[config.mk]
export PLATFORM = sky130hd
export DESIGN_NAME = dev_bus_ctrl
export DESIGN_NICKNAME = d
export VERILOG_FILES = /design/src/rtl/dev_bus_pkg.sv /design/src/rtl/dev_bus_decode.sv /design/src/rtl/dev_bus_ctrl.sv
export SDC_FILE = /design/constraint.sdc
export NUM_CORES = 1
export LEC_CHECK = 0
export CORE_ASPECT_RATIO = 2
export CORE_MARGIN = 10
export CORE_UTILIZATION = 38
export CTS_CLUSTER_SIZE = 25
export DETAILED_ROUTE_END_ITERATION = 8
export GPL_ROUTABILITY_DRIVEN = 0
export PLACE_DENSITY = 0.82
export SYNTH_ARGS = -nofsm -noshare
export SYNTH_HDL_FRONTEND = slang
export SYNTH_SLANG_ARGS = --single-unit
[constraint.sdc]
create_clock -name clk -period 3.4 [get_ports clk]
set_input_delay 0.68 -clock clk [delete_from_list [all_inputs] [get_ports clk]]
set_output_delay 0.68 -clock clk [all_outputs]
set_load 0.03 [all_outputs]
[src/rtl/dev_bus_pkg.sv]
// dev_bus_pkg: state encoding, width helper and constants shared by the device-bus controller.
// Used by dev_bus_ctrl and dev_bus_decode.
package dev_bus_pkg;

  typedef enum logic [1:0] {
    IDLE   = 2'd0,
    ACCESS = 2'd1,
    DONE   = 2'd2
  } state_t;

  // Read data returned for accesses that fall outside every device region.
  localparam int UNMAPPED_Q = 0;

  // Ceiling log2; clog2(1) is 0, so callers apply their own minimum width.
  function automatic int clog2(input int value);
    int result;
    int v;
    result = 0;
    v      = value - 1;
    while (v > 0) begin
      result = result + 1;
      v      = v >> 1;
    end
    return result;
  endfunction

endpackage

[src/rtl/dev_bus_decode.sv]
// dev_bus_decode: splits the upper address bits into a device index and a mapped flag.
// Purely combinational; the controller registers the outcome on request accept.
module dev_bus_decode
  import dev_bus_pkg::*;
#(
  parameter int NUM_DEV    = 4,
  parameter int DEV_ADDR_W = 18,
  parameter int SEL_W      = 2
) (
  input  logic [31-DEV_ADDR_W:0] i_addr_hi,
  output logic                   o_mapped,
  output logic [SEL_W-1:0]       o_index
);

  localparam int HI_W = 32 - DEV_ADDR_W;
  localparam logic [SEL_W:0] NUM_DEV_L = (SEL_W + 1)'(NUM_DEV);

  logic w_upper_zero;
  logic w_index_ok;

  assign o_index = i_addr_hi[SEL_W-1:0];

  // When the index field reaches bit 31 there are no spare upper bits to test.
  generate
    if (HI_W > SEL_W) begin : g_upper
      assign w_upper_zero = (i_addr_hi[HI_W-1:SEL_W] == '0);
    end else begin : g_no_upper
      assign w_upper_zero = 1'b1;
    end
  endgenerate

  assign w_index_ok = ({1'b0, o_index} < NUM_DEV_L);
  assign o_mapped   = w_upper_zero && w_index_ok;

endmodule

[src/rtl/dev_bus_ctrl.sv]
// dev_bus_ctrl: routes one-cycle core requests to NUM_DEV device regions with a one-hot
// select and ready handshake. Define DEV_BUS_TIMEOUT_EN to enable access timeout and err.
module dev_bus_ctrl
  import dev_bus_pkg::*;
#(
  parameter int NUM_DEV    = 4,
  parameter int DATA_W     = 32,
  parameter int DEV_ADDR_W = 18,
  parameter int MIN_WAIT   = 1,
  parameter int TIMEOUT    = 255
) (
  input  logic                      clk,
  input  logic                      rst,
  input  logic                      read,
  input  logic                      write,
  input  logic [31:0]               addr,
  input  logic [DATA_W-1:0]         data,
  output logic [DATA_W-1:0]         q,
  output logic                      push,
  output logic                      next,
  output logic                      busy,
  output logic                      err,
  output logic [NUM_DEV-1:0]        dev_sel,
  output logic                      dev_we,
  output logic [DEV_ADDR_W-1:0]     dev_addr,
  output logic [DATA_W-1:0]         dev_data,
  input  logic [NUM_DEV*DATA_W-1:0] dev_q,
  input  logic [NUM_DEV-1:0]        dev_ready
);

  localparam int SEL_W    = (clog2(NUM_DEV) < 1) ? 1 : clog2(NUM_DEV);
  localparam int WAIT_MAX = (MIN_WAIT > TIMEOUT) ? MIN_WAIT : TIMEOUT;
  localparam int CNT_W    = clog2(WAIT_MAX + 1);
  localparam logic [CNT_W:0]   MIN_WAIT_L = (CNT_W + 1)'(MIN_WAIT);
  localparam logic [CNT_W:0]   CNT_ONE    = (CNT_W + 1)'(1);
  localparam logic [CNT_W-1:0] CNT_MAX    = '1;

  state_t                r_state;
  state_t                w_state_next;
  logic                  r_kind;
  logic [DATA_W-1:0]     r_q;
  logic [NUM_DEV-1:0]    r_dev_sel;
  logic                  r_dev_we;
  logic [DEV_ADDR_W-1:0] r_dev_addr;
  logic [DATA_W-1:0]     r_dev_data;
  logic [CNT_W-1:0]      r_cnt;

  logic                  w_req;
  logic                  w_mapped;
  logic [SEL_W-1:0]      w_index;
  logic [NUM_DEV-1:0]    w_sel_onehot;
  logic [DATA_W-1:0]     w_q_masked [NUM_DEV];
  logic [DATA_W-1:0]     w_sel_q;
  logic                  w_ready;
  logic                  w_wait_ok;
  logic                  w_timeout;
  logic                  w_ready_exit;
  logic                  w_next;
  logic                  w_push;
  logic                  w_busy;

  dev_bus_decode #(
    .NUM_DEV   (NUM_DEV),
    .DEV_ADDR_W(DEV_ADDR_W),
    .SEL_W     (SEL_W)
  ) u_decode (
    .i_addr_hi(addr[31:DEV_ADDR_W]),
    .o_mapped (w_mapped),
    .o_index  (w_index)
  );

  // Selected device's data and ready come through the registered one-hot select,
  // so unselected devices cannot influence the result.
  generate
    for (genvar gi = 0; gi < NUM_DEV; gi++) begin : g_dev
      assign w_sel_onehot[gi] = (w_index == SEL_W'(gi));
      assign w_q_masked[gi]   = dev_q[gi*DATA_W +: DATA_W] & {DATA_W{r_dev_sel[gi]}};
    end
  endgenerate

  always_comb begin
    w_sel_q = '0;
    for (int i = 0; i < NUM_DEV; i++) begin
      w_sel_q = w_sel_q | w_q_masked[i];
    end
  end

  assign w_req        = read | write;
  assign w_ready      = |(dev_ready & r_dev_sel);
  assign w_wait_ok    = (({1'b0, r_cnt} + CNT_ONE) >= MIN_WAIT_L);
  assign w_ready_exit = w_wait_ok && w_ready && !w_timeout;

`ifdef DEV_BUS_TIMEOUT_EN
  localparam logic [CNT_W-1:0] TIMEOUT_LAST = CNT_W'(TIMEOUT - 1);

  logic r_err;

  assign w_timeout = (r_cnt == TIMEOUT_LAST);

  always_ff @(posedge clk) begin
    if (rst) begin
      r_err <= 1'b0;
    end else if (r_state == IDLE && w_req) begin
      r_err <= ~w_mapped;
    end else if (r_state == ACCESS) begin
      r_err <= w_timeout;
    end
  end

  assign err = (r_state == DONE) && r_err;
`else
  assign w_timeout = 1'b0;
  assign err       = 1'b0;
`endif

  always_ff @(posedge clk) begin
    if (rst) begin
      r_state <= IDLE;
    end else begin
      r_state <= w_state_next;
    end
  end

  always_comb begin
    w_state_next = r_state;
    w_busy       = 1'b1;
    w_next       = 1'b0;
    w_push       = 1'b0;
    case (r_state)
      IDLE: begin
        w_busy = 1'b0;
        if (w_req) begin
          w_state_next = w_mapped ? ACCESS : DONE;
        end
      end
      ACCESS: begin
        if (w_timeout || w_ready_exit) begin
          w_state_next = DONE;
        end
      end
      DONE: begin
        w_next       = 1'b1;
        w_push       = ~r_kind;
        w_state_next = IDLE;
      end
      default: begin
        w_state_next = IDLE;
      end
    endcase
  end

  // Datapath: latch the request on accept, count ACCESS cycles, capture read data on exit.
  always_ff @(posedge clk) begin
    if (rst) begin
      r_kind     <= 1'b0;
      r_q        <= '0;
      r_dev_sel  <= '0;
      r_dev_we   <= 1'b0;
      r_dev_addr <= '0;
      r_dev_data <= '0;
      r_cnt      <= '0;
    end else begin
      case (r_state)
        IDLE: begin
          if (w_req) begin
            r_kind     <= write;
            r_dev_addr <= addr[DEV_ADDR_W-1:0];
            r_dev_data <= data;
            r_cnt      <= '0;
            if (w_mapped) begin
              r_dev_sel <= w_sel_onehot;
              r_dev_we  <= write;
            end else begin
              r_q <= DATA_W'(UNMAPPED_Q);
            end
          end
        end
        ACCESS: begin
          if (w_timeout) begin
            r_q       <= DATA_W'(UNMAPPED_Q);
            r_dev_sel <= '0;
            r_dev_we  <= 1'b0;
          end else if (w_ready_exit) begin
            r_q       <= w_sel_q;
            r_dev_sel <= '0;
            r_dev_we  <= 1'b0;
          end else if (r_cnt != CNT_MAX) begin
            r_cnt <= r_cnt + CNT_W'(1);
          end
        end
        default: begin
        end
      endcase
    end
  end

  assign q        = r_q;
  assign push     = w_push;
  assign next     = w_next;
  assign busy     = w_busy;
  assign dev_sel  = r_dev_sel;
  assign dev_we   = r_dev_we;
  assign dev_addr = r_dev_addr;
  assign dev_data = r_dev_data;

endmodule

==> qor.csv, run 1 <==
stage,metric,value,unit
place,Place WS,0.215,ns
final_timing,RSZ-0062 raised after global routing,false,
place,Post-Place Cells,967,
die,chip height,178,µm
min_path,Min-Delay Path Depth,2,
detailed_routing,1st-pass router iterations,5,
synth,synthesized netlist cell count,575,
layout,nets,1033,
layout,fillers,981,
synth,yosys stat area,4770,µm²
flow_run,Tool Warnings,27,
setup_path,CP endpoint kind,flip-flop,
layout,footprint of the multi-input gates,2550,µm²
layout,Layout Cells excl Fill,983,
detailed_routing,Post-DRT Antenna Nets,0,
flow_run,Max-Cap Viols,0,
synth,Commonest flop,dfxtp_1,
synth,Mapped Nets,777,
setup_path,largest fanout on the critical path,33,
clocking,CTS Sinks,98,
grt,vias in the first global route,5618,
place,HPWL after detailed placement,15.5,mm
grt,largest net degree at the start of global routing,61,
grt,Overflow after GRT,0,
synth,ys cells,575,
synth,YS warnings,0,
detailed_routing,DRC,0,
pwr,NetSw,0.000709,W
layout,layout cells sized above 1,0.0730,
layout,# diodes,0,
pwr,Switching Share,0.246,
clocking,TritonCTS clock tree,done,
run_status,run status,"complete, no violations",
layout,Sequential Area,1960,µm²
clocking,TritonCTS Buffers,9,
pwr,sequential share of power,0.421,
setup_path,worst r2r src,r_cnt[0],
clocking,number of post-CTS setup repair buffers,0,
synth,ys flops,98,
setup_path,reg2reg path depth,6,
pwr,maximum VDD drop,0.295,mV
final_timing,final setup margin,0.377,ns
setup_path,Worst Path Arrival,3.24,ns
pwr,PwrDens,361,nW/µm²
min_path,Worst Hold Launch,dev_addr[5],
final_timing,Tightest Pin Transition,1.14,ns
setup_path,CP startpoint kind,flip-flop,
final_timing,Min Hold Slack,0.453,ns
layout,Layout area overhead,67.8,%
final_timing,Max Slew Vio Count,0,
final_timing,final hold vios,0,
final_timing,fin crit share,0.889,
synth,Mean Syn Cell Area,8.29,µm²
final_timing,Final setup viols,0,
synth,synth unique cells,51,
min_path,worst hold-check path type,flip-flop to flip-flop,
synth,Synth async-reset ratio,0,
clocking,CTS resizes,0,
die,Init Core Util,0.391,
clocking,clk slew on worst S/H paths,0.07,ns
min_path,hold endpoint,dev_addr[5],
final_timing,fmax,331,MHz
setup_path,Reg-to-Reg End,q[5],
grt,global-route wire length before repair,29.6,mm
clocking,H-tree depth,3,
-- run 1: Yosys cell counts, drive strengths merged, types with 3 or more instances --
cell type | number | area share
nand2 | 112 | 0.088
dfxtp | 98 | 0.41
a21oi | 85 | 0.089
a22oi | 65 | 0.10
clkbuf | 42 | 0.033
nor2b | 36 | 0.047
mux2 | 32 | 0.079
nand3 | 12 | 0.013
buf | 10 | 0.015
inv | 9 | 0.0071
nor2 | 9 | 0.0071
o21ai | 8 | 0.0084
o22ai | 5 | 0.0066
o211ai | 4 | 0.0092
and3 | 3 | 0.0039
nand2b | 3 | 0.0039
nor3 | 3 | 0.0031
nor4 | 3 | 0.0039
o21a | 3 | 0.0047
o41ai | 3 | 0.0055
-- run 1: power by group through the flow --
stage	Combinational (W)	Clock, W	Sequential, W
CTS	0.000588	0.00111	0.00122
global placement	0.000574	0	0.00124
finish	0.000584	0.00109	0.00122
detailed placement	0.000585	0	0.00124
floorplan	0.000143	0	0.00133
global route	0.000624	0.00115	0.00122
-- run 1: worst max-delay path, cell delays in order, from the launching register on --
cell and delay [ns]:
dfxtp_1 0.53, ha_1 0.41, a21boi_0 0.14, or4_4 0.56
a2111oi_4 0.38, o211ai_4 0.43, mux2_2 0.44
-- run 1: through the flow --
step | util | area [µm²] | total power, W
after floorplan | - | 4770 | 0.00147
after global placement | 0.630 | 7680 | 0.00181
after detailed placement | 0.630 | 7680 | 0.00183
after CTS | 0.656 | 8000 | 0.00292
after global routing | 0.656 | 8000 | 0.00300
final | 0.656 | 8000 | 0.00289
-- run 1: layout by cell type (no fill, tap or decap), types with 5 or more instances in the layout --
master           instances
a21oi_1                 85
a22oi_1                 65
buf_4                    8
clkbuf_16                9
clkdlybuf4s50_1        288
dfxtp_1                 98
inv_1                    9
mux2_2                  27
mux2_4                   5
nand2_1                112
nand3_1                 12
nor2_1                   9
nor2b_1                 36
o21ai_0                  5
o22ai_1                  5
-- run 1: worst max-delay path by stage --
stage,startpoint,end,slack [ns],cells past startpoint
floorplan,r_cnt[0],q[10],1.04,8
global placement,dev_ready[0],q[15],0.31,6
detailed placement,dev_ready[0],q[7],0.22,6
CTS,r_cnt[0],q[22],0.39,6
global route,r_cnt[0],q[5],0.19,6
finish,r_cnt[0],q[5],0.38,6
-- run 1: sequential cells by signal, summed over array words and instances, names as in the netlist --
name and flops:
r_kind 1, r_state 2, q 32, dev_addr 18, r_cnt 8, dev_sel 4
dev_we 1, dev_data 32
-- run 1: metal layers --
metal | wire length [µm] | share of wire | track usage
met5 | 0 | 0 | 0
met4 | 681 | 0.035 | 0.0882
met3 | 1940 | 0.099 | 0.0763
met2 | 10200 | 0.53 | 0.372
met1 | 6590 | 0.34 | 0.200
-- run 1: cells by family after synthesis --
kind of cell               synth area share
DFF                                   0.411
buffers and inverters                0.0556
adders and majority gates           0.00525
other                              0.000786
muxes                                0.0816
AOI/OAI and AO/OA                     0.264
and+or+nand+nor                       0.181
-- run 1: final cells by class --
type                            instances  share of cell area
Clock buffer                           11              0.0303
Tap cell                              147              0.0230
Timing Repair Buffer                  297               0.368
Sequential cell                        98               0.245
Inverter                                9             0.00422
Multi-Input combinational cell        416               0.319
Clock inverter                          5             0.00969
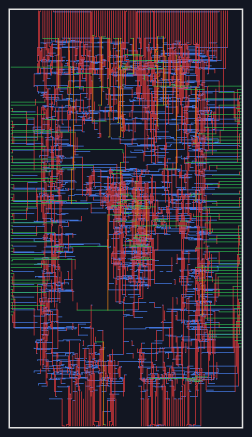
(run_1/layers.png)
legend:
  orange:
    layer: M4
    wire_length: 682 µm
  green:
    layer: M3
    wire_length: 1940 µm
  red:
    layer: M2
    wire_length: 10200 µm
  blue:
    layer: M1
    wire_length: 6590 µm
total track usage: 0.204
final WL: 19.5 mm
wire per inst: 19.8 µm
via count: 5404

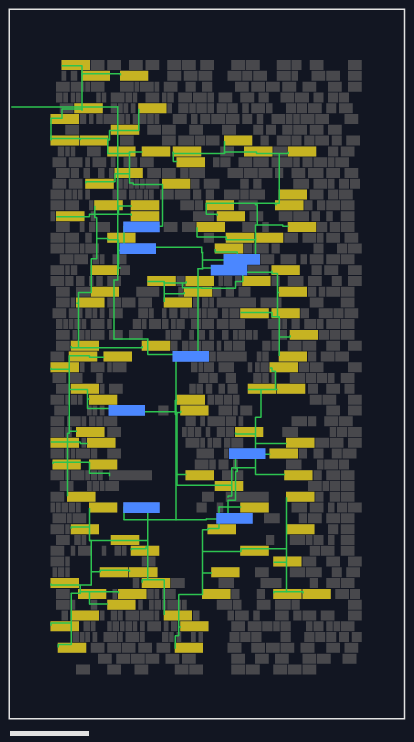
(run_1/clock_wires.png)
Scale bar: 20 µm.
legend:
  yellow:
    item: flip-flops
    count: 98
  green:
    item: clock wires
    length: 1200 µm
  blue:
    item: clock-net drivers
    count: 9
routed clock nets: 10
Late-Pin Clk Latency: 0.34 ns
Clock power frac: 0.376
Clk. pwr: 0.00109 W
Clock Skew: 0.00399 ns

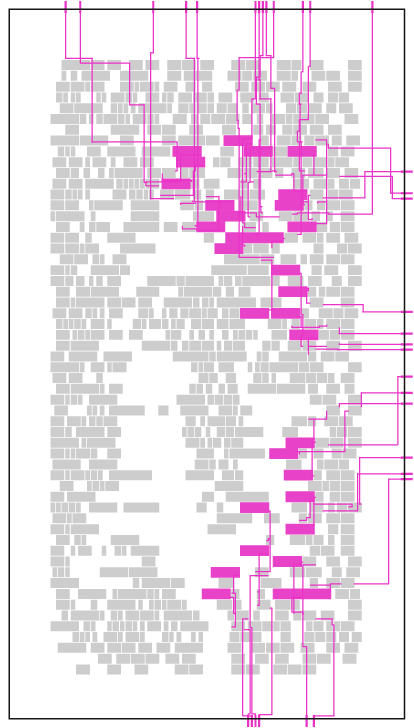
(run_1/port_trees.png)
legend:
  magenta:
    port: q
    direction: output
    edge: 13 right, 13 top, 6 bottom
    end_cells: 32
    buffers: 32
    wire: 1750 µm
PortBufs: 289
# IOs: 291

==> run 2: changes to the inputs <==
CORE_MARGIN = not set   (was 10)
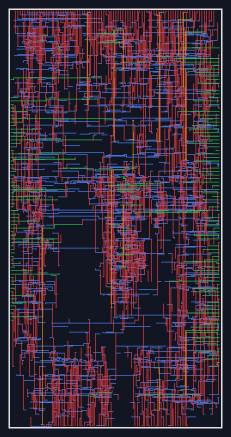
(run_2/layers.png)
legend:
  red:
    layer: M2
    wire_length: 9100 µm
  blue:
    layer: M1
    wire_length: 5850 µm
  green:
    layer: M3
    wire_length: 1320 µm
  orange:
    layer: M4
    wire_length: 439 µm

==> run 2 against run 1 <==
  * Flip-flop count unchanged
  * Critical endpoint is now q[8]
  * Combinational power about the same
  * Clock skew increased by 0.0033 ns
  * Highest routed layer unchanged
==> qor.csv, run 2 <==
stage,metric,value,unit,change
setup_path,CP startpoint kind,flip-flop,,
die,die area,13000,µm²,
die,# IOs,291,,unchanged
synth,ys cells,575,,unchanged
final_timing,min Tclk post-route,3.02,ns,
grt,largest net degree at the start of global routing,63,,+3.3%
synth,flip-flops with a built-in enable,0,,
die,chip height,160,µm,-10%
clocking,CTS Sinks,98,,unchanged
die,Init Core Util,0.391,,unchanged
place,Place WS,0.282,ns,+0.0674 ns
synth,yosys stat area,4770,µm²,unchanged
clocking,TritonCTS clock tree,done,,
die,die width,81.2,µm,
place,placed inst area,7680,µm²,unchanged
clocking,Clock Tree Root,clkbuf_16,,
clocking,number of post-CTS setup repair buffers,0,,unchanged
layout,Sequential Area,1960,µm²,unchanged
layout,Layout area overhead,67.5,%,
grt,global-route wire length before repair,25.4,mm,-14%
setup_path,largest fanout on the critical path,33,,unchanged
clocking,TritonCTS Buffers,9,,unchanged
clocking,Hold Buf Count CTS,0,,
die,core area,12200,µm²,
synth,Post-Syn Area,4770,µm²,
layout,footprint of the multi-input gates,2550,µm²,unchanged
final_timing,relative slew slack,0.273,,
layout,most common logic cells in the final layout,"288 x clkdlybuf4s50_1, 112 x nand2_1, 98 x dfxtp_1, 85 x a21oi_1, 65 x a22oi_1",,
setup_path,CP endpoint,q[8],,
setup_path,CP endpoint kind,flip-flop,,
synth,ys flops,98,,unchanged
synth,top cells by count,"112 x nand2_1, 98 x dfxtp_1, 85 x a21oi_1",,
setup_path,Reg-to-Reg End,q[8],,
synth,post-synth top area cell,dfxtp_1,,
grt,initial antenna violation count,1,,
setup_path,required time worst endpoint,3.63,ns,
place,PortBufs,289,,unchanged
layout,Commonest Layout Cell,clkdlybuf4s50_1,,
setup_path,Worst Path Arrival,3.25,ns,about the same
detailed_routing,wire per inst,17.0,µm,-14%
detailed_routing,DRT iter0 DRCs,331,,
clocking,Late-Pin Clk Latency,0.34,ns,about the same
setup_path,reg2reg path depth,6,,unchanged
place,HPWL after detailed placement,12.8,mm,-17%
synth,YS warnings,0,,unchanged
grt,total track usage,0.251,,+0.0466
place,Post-Place Cells,967,,unchanged
layout,layout cells sized above 1,0.0730,,unchanged
detailed_routing,DRC,0,,unchanged
grt,Overflow after GRT,0,,unchanged
clocking,CTS resizes,0,,unchanged
min_path,worst hold-check path type,flip-flop to flip-flop,,
detailed_routing,Post-DRT Antenna Nets,0,,unchanged
synth,Synth async-reset ratio,0,,unchanged
pwr,PwrDens,354,nW/µm²,-1.9%
clocking,clk slew on worst S/H paths,0.07,ns,about the same
synth,Mapped Nets,777,,unchanged
synth,synth unique cells,51,,unchanged
synth,most frequent cell after synthesis,nand2_1,,
final_timing,fmax,331,MHz,about the same
detailed_routing,vias per inst,5.37,,
detailed_routing,final WL,16.7,mm,-14%
synth,"Seq/Total Area, Yosys",0.411,,
final_timing,Tightest Pin Transition,1.09,ns,-0.0589 ns
final_timing,RSZ-0062 raised after global routing,false,,
flow_run,Tool Warnings,27,,unchanged
final_timing,setup_tns,0,ns,
layout,Layout Cells excl Fill,984,,+0.10%
run_status,run status,"complete, no violations",,
final_timing,fin crit share,0.889,,about the same
setup_path,Worst Setup SP,r_cnt[0],,
synth,synthesized netlist cell count,575,,unchanged
synth,Cell area leaders,"dfxtp_1 41%, a22oi_1 10%, a21oi_1 8.9%",,
synth,Top cell area share,0.411,,unchanged
die,row count,57,,
flow_run,Max-Cap Viols,0,,unchanged
pwr,maximum VDD drop,0.362,mV,+23%
detailed_routing,via count,5281,,-2.3%
layout,fillers,1017,,+3.7%
final_timing,final hold vios,0,,unchanged
final_timing,Max Slew Vio Count,0,,unchanged
pwr,Leakage Power,2.82,nW,
grt,vias in the first global route,5371,,-4.4%
final_timing,final setup margin,0.377,ns,-0.000373 ns
final_timing,Clock Skew,0.00728,ns,+0.00330 ns
clocking,deepest clock path buffer count,2,,
synth,Commonest flop,dfxtp_1,,
detailed_routing,1st-pass router iterations,4,,-1
layout,nets,1033,,unchanged
layout,Finished Cell Area,7990,µm²,-0.16%
final_timing,Final setup viols,0,,unchanged
clocking,H-tree depth,3,,unchanged
setup_path,worst r2r src,r_cnt[0],,
synth,Mean Syn Cell Area,8.29,µm²,unchanged
==> run 2: critical path: stages, from the launching register on <==
cell	delay, ns
dfxtp_1	0.53
ha_1	0.42
a21boi_0	0.15
or4_4	0.56
a2111oi_4	0.39
o211ai_4	0.42
mux2_4	0.43
==> run 2: layout make-up <==
class | instances | share of cell area
Timing Repair Buffer | 297 | 0.369
Multi-Input combinational cell | 416 | 0.320
Sequential cell | 98 | 0.246
Clock buffer | 11 | 0.0304
Tap cell | 147 | 0.0230
Clock inverter | 5 | 0.00783
Inverter | 9 | 0.00423
Antenna cell | 1 | 0.000313
==> run 2: metal layers <==
metal  global-route usage  part of all wire  up-vias
li1                     -                 -     2557
met1                0.238              0.35     2449
met2                0.483              0.54      245
met3               0.0636             0.079       30
met4                0.105             0.026        0
met5                    0                 0        -
==> run 2: worst min path at each step <==
stage / startpoint / slack (ns) / to / cells past startpoint
final: dev_addr[10] / 0.46 / dev_addr[10] / 2
after floorplan: r_kind / 0.47 / r_kind / 2
after global routing: dev_addr[10] / 0.47 / dev_addr[10] / 2
after global placement: dev_data[30] / 0.44 / dev_data[30] / 2
after CTS: dev_addr[13] / 0.46 / dev_addr[13] / 2
after detailed placement: dev_data[19] / 0.45 / dev_data[19] / 2
==> run 2: metrics by stage <==
step	util	hold WS (ns)	total power (W)
6_report	0.655	0.457	0.00283
5_1_grt	0.655	0.474	0.00294
4_1_cts	0.655	0.460	0.00285
3_5_place_dp	0.630	0.449	0.00183
3_3_place_gp	0.630	0.441	0.00181
2_1_floorplan	-	0.466	0.00147
==> run 2: logic make-up after synthesis <==
group,after synthesis,share of synthesized area
adders and majority gates,2,0.00525
and+or+nand+nor,188,0.181
buffers and inverters,61,0.0556
other,1,0.000786
muxes,33,0.0816
AOI/OAI and AO/OA,192,0.264
DFF,98,0.411
==> run 2: report_power, final <==
group	internal [W]	total (W)	switching, W
combinational	0.000322	0.000584	0.000262
clock	0.000595	0.00103	0.000433
sequential	0.00119	0.00122	0.0000230
total	0.00211	0.00283	0.000718
==> run 3: changes to the inputs <==
REMOVE_ABC_BUFFERS = 1   (was not set)
SLEW_MARGIN = 25   (was not set)
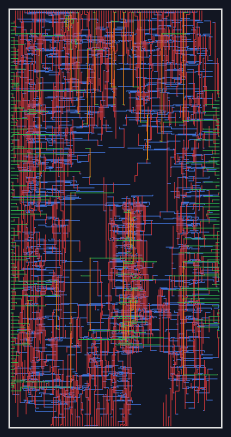
(run_3/layers.png)
total track usage: 0.264
via count: 5348
wire per inst: 17.3 µm
final WL: 17.0 mm

==> run 3 against run 2 <==
  * Routed wire length is 1.8% higher
  * Worst hold slack worse by 0.0038 ns
  * Area after synthesis stayed put
  * First-iteration DRC count is 25% higher
  * Combinational power hardly changed
  * Clock power is 4% lower
  * Die size stayed put
  * Global-route usage is 1.3 points higher
  * Setup slack better by 0.031 ns
  * Core utilization is 0.18 points higher
  * Critical path type unchanged
  * Highest routed layer unchanged
==> qor.csv, run 3 <==
stage,metric,value,unit,change
clocking,TritonCTS clock tree,done,,
synth,Mean Syn Cell Area,8.29,µm²,unchanged
die,Init Core Util,0.391,,unchanged
synth,flip-flops with a built-in enable,0,,unchanged
layout,layout cells sized above 1,0.0752,,+0.00221
pwr,Pint,0.00204,W,-3.5%
detailed_routing,Post-DRT Antenna Nets,0,,unchanged
die,core area,12200,µm²,unchanged
run_status,run status,"complete, no violations",,
die,die width,81.2,µm,unchanged
final_timing,final hold vios,0,,unchanged
synth,ys cells,575,,unchanged
flow_run,Tool Warnings,26,,-3.7%
synth,yosys stat area,4770,µm²,unchanged
min_path,Min-Delay Path Depth,2,,unchanged
synth,most frequent cell after synthesis,nand2_1,,
setup_path,"Worst Path Class, Setup",flip-flop to flip-flop,,
die,row count,57,,unchanged
setup_path,Top delay family on crit path,AND-OR/OR-AND gates,,
grt,global-route wire length before repair,26.3,mm,+3.7%
grt,largest net degree at the start of global routing,86,,+37%
final_timing,Final setup viols,0,,unchanged
clocking,Late-Pin Clk Latency,0.34,ns,about the same
clocking,TritonCTS Buffers,9,,unchanged
setup_path,worst r2r src,r_cnt[0],,
setup_path,CP endpoint kind,flip-flop,,
detailed_routing,DRC,0,,unchanged
final_timing,setup_tns,0,ns,unchanged
synth,top cells by count,"112 x nand2_1, 98 x dfxtp_1, 85 x a21oi_1",,
layout,# diodes,0,,-1
clocking,Clock Tree Root,clkbuf_16,,
synth,"Seq/Total Area, Yosys",0.411,,unchanged
die,chip height,160,µm,unchanged
final_timing,fmax,334,MHz,+1.0%
clocking,deepest clock path buffer count,2,,unchanged
setup_path,CP Cell Sequence,ha_1 -> a21boi_0 -> or4_4 -> a2111oi_4 -> o211ai_4 -> buf_16 -> mux2_4,,
synth,Top cell area share,0.411,,unchanged
place,HPWL after detailed placement,12.9,mm,+0.50%
clocking,number of post-CTS setup repair buffers,0,,unchanged
clocking,clk slew on worst S/H paths,0.07,ns,about the same
layout,nets,1035,,+0.19%
detailed_routing,DRT iter0 DRCs,413,,+25%
synth,Post-Syn Area,4770,µm²,unchanged
die,# IOs,291,,unchanged
synth,Cell area leaders,"dfxtp_1 41%, a22oi_1 10%, a21oi_1 8.9%",,
clocking,CTS resizes,0,,unchanged
layout,Layout area overhead,68.0,%,
final_timing,Tightest Pin Transition,0.881,ns,-0.205 ns
setup_path,critical path depth,7,,+1
flow_run,Max-Cap Viols,0,,unchanged
min_path,worst hold-check path type,flip-flop to flip-flop,,
final_timing,Max Slew Vio Count,0,,unchanged
pwr,Leakage Power,2.83,nW,+0.46%
clocking,Hold Buf Count CTS,0,,unchanged
setup_path,largest fanout on the critical path,21,,-36%
min_path,Worst Hold Launch,dev_data[17],,
clocking,H-tree depth,3,,unchanged
final_timing,fin crit share,0.880,,-0.00920
clocking,CTS Sinks,98,,unchanged
final_timing,relative slew slack,0.412,,+0.140
die,die area,13000,µm²,unchanged
grt,initial antenna violation count,0,,-1
synth,post-synth top area cell,dfxtp_1,,
synth,YS warnings,0,,unchanged
final_timing,min Tclk post-route,2.99,ns,-0.0313 ns
pwr,NetSw,0.000753,W,+4.8%
detailed_routing,1st-pass router iterations,5,,+1
pwr,PwrDens,348,nW/µm²,-1.7%
grt,Overflow after GRT,0,,unchanged
synth,Commonest flop,dfxtp_1,,
setup_path,Worst Path Arrival,3.22,ns,-0.03 ns
setup_path,CP peak stage delay,0.57,ns,about the same
setup_path,Worst Setup SP,r_cnt[0],,
final_timing,Clock Skew,0.0103,ns,+0.00297 ns
pwr,Tot Pwr,0.00279,W,-1.4%
setup_path,reg2reg path depth,7,,+1
pwr,Clock power frac,0.354,,-0.010
place,PortBufs,289,,unchanged
setup_path,CP startpoint kind,flip-flop,,
pwr,maximum VDD drop,0.263,mV,-27%
detailed_routing,vias per inst,5.43,,+1.2%
final_timing,RSZ-0062 raised after global routing,false,,
layout,most common logic cells in the final layout,"288 x clkdlybuf4s50_1, 112 x nand2_1, 98 x dfxtp_1, 85 x a21oi_1, 65 x a22oi_1",,
synth,synth unique cells,51,,unchanged
synth,synthesized netlist cell count,575,,unchanged
grt,vias in the first global route,5505,,+2.5%
synth,ys flops,98,,unchanged
pwr,sequential share of power,0.436,,+0.006
synth,Synth async-reset ratio,0,,unchanged
layout,Commonest Layout Cell,clkdlybuf4s50_1,,
setup_path,slowest CP cell,or4_4,,
pwr,Comb pwr share,0.210,,+0.004
setup_path,CP bufs+invs,1,,+1
setup_path,required time worst endpoint,3.63,ns,about the same
pwr,Switching Share,0.270,,+0.0160
run 3: cells by family (layout without fill, tap and decap cells):
logic type | count (synthesis) | after routing | share of synthesized area
DFF | 98 | 98 | 0.411
buffers and inverters | 61 | 324 | 0.0556
adders and majority gates | 2 | 2 | 0.00525
AOI/OAI and AO/OA | 192 | 192 | 0.264
muxes | 33 | 33 | 0.0816
other | 1 | 1 | 0.000786
and+or+nand+nor | 188 | 188 | 0.181
run 3: layout make-up:
cell class                      count  area [µm²]
Fill cell                        1014        4180
Clock inverter                      7        71.3
Timing Repair Buffer              299        2980
Clock buffer                        9         225
Inverter                            9        33.8
Tap cell                          147         184
Multi-Input combinational cell    416        2550
Sequential cell                    98        1960
run 3: power groups by stage:
stage	registers, W	logic, W	clock network [W]
final	0.00121	0.000587	0.000987
after global routing	0.00122	0.000626	0.00107
after CTS	0.00121	0.000581	0.00102
after detailed placement	0.00124	0.000579	0
after global placement	0.00124	0.000568	0
after floorplan	0.00133	0.000119	0
run 3: through the flow:
stage                     instance area, µm²  worst slack (ns)  utilization  hold slack, ns  instances
final                                   8010             0.408        0.657           0.454        985
after global routing                    8010             0.261        0.657           0.470        985
after CTS                               7990             0.379        0.655           0.456        984
after detailed placement                7690             0.292        0.630           0.446        968
after global placement                  7690             0.325        0.630           0.441        968
after floorplan                         4540             -1.10            -           0.466        523
run 3: metal layers:
metal  up-vias  track usage  wire length (µm)
li1       2559            -                 -
met1      2426        0.257              5740
met2       298        0.487              9230
met3        65       0.0608              1280
met4         0        0.146               761
met5         -            0                 0
run 3: worst register-to-register path: cells and delay by family, from the launching register on:
family	cells	cell delay (ns)
mux	1	0.31
flops	1	0.55
buf+inv	1	0.25
simple gates	1	0.57
fa+ha+maj	1	0.43
compound gates	3	0.77
run 3: worst paths after layout:
check,endpoint,slack [ns]
hold reg to reg,dev_data[17],0.45
setup / recovery,q[22],0.41
setup reg to reg,q[22],0.41
hold / removal,dev_data[17],0.45
No activity file was given, so power comes from the tool's default toggle rates.
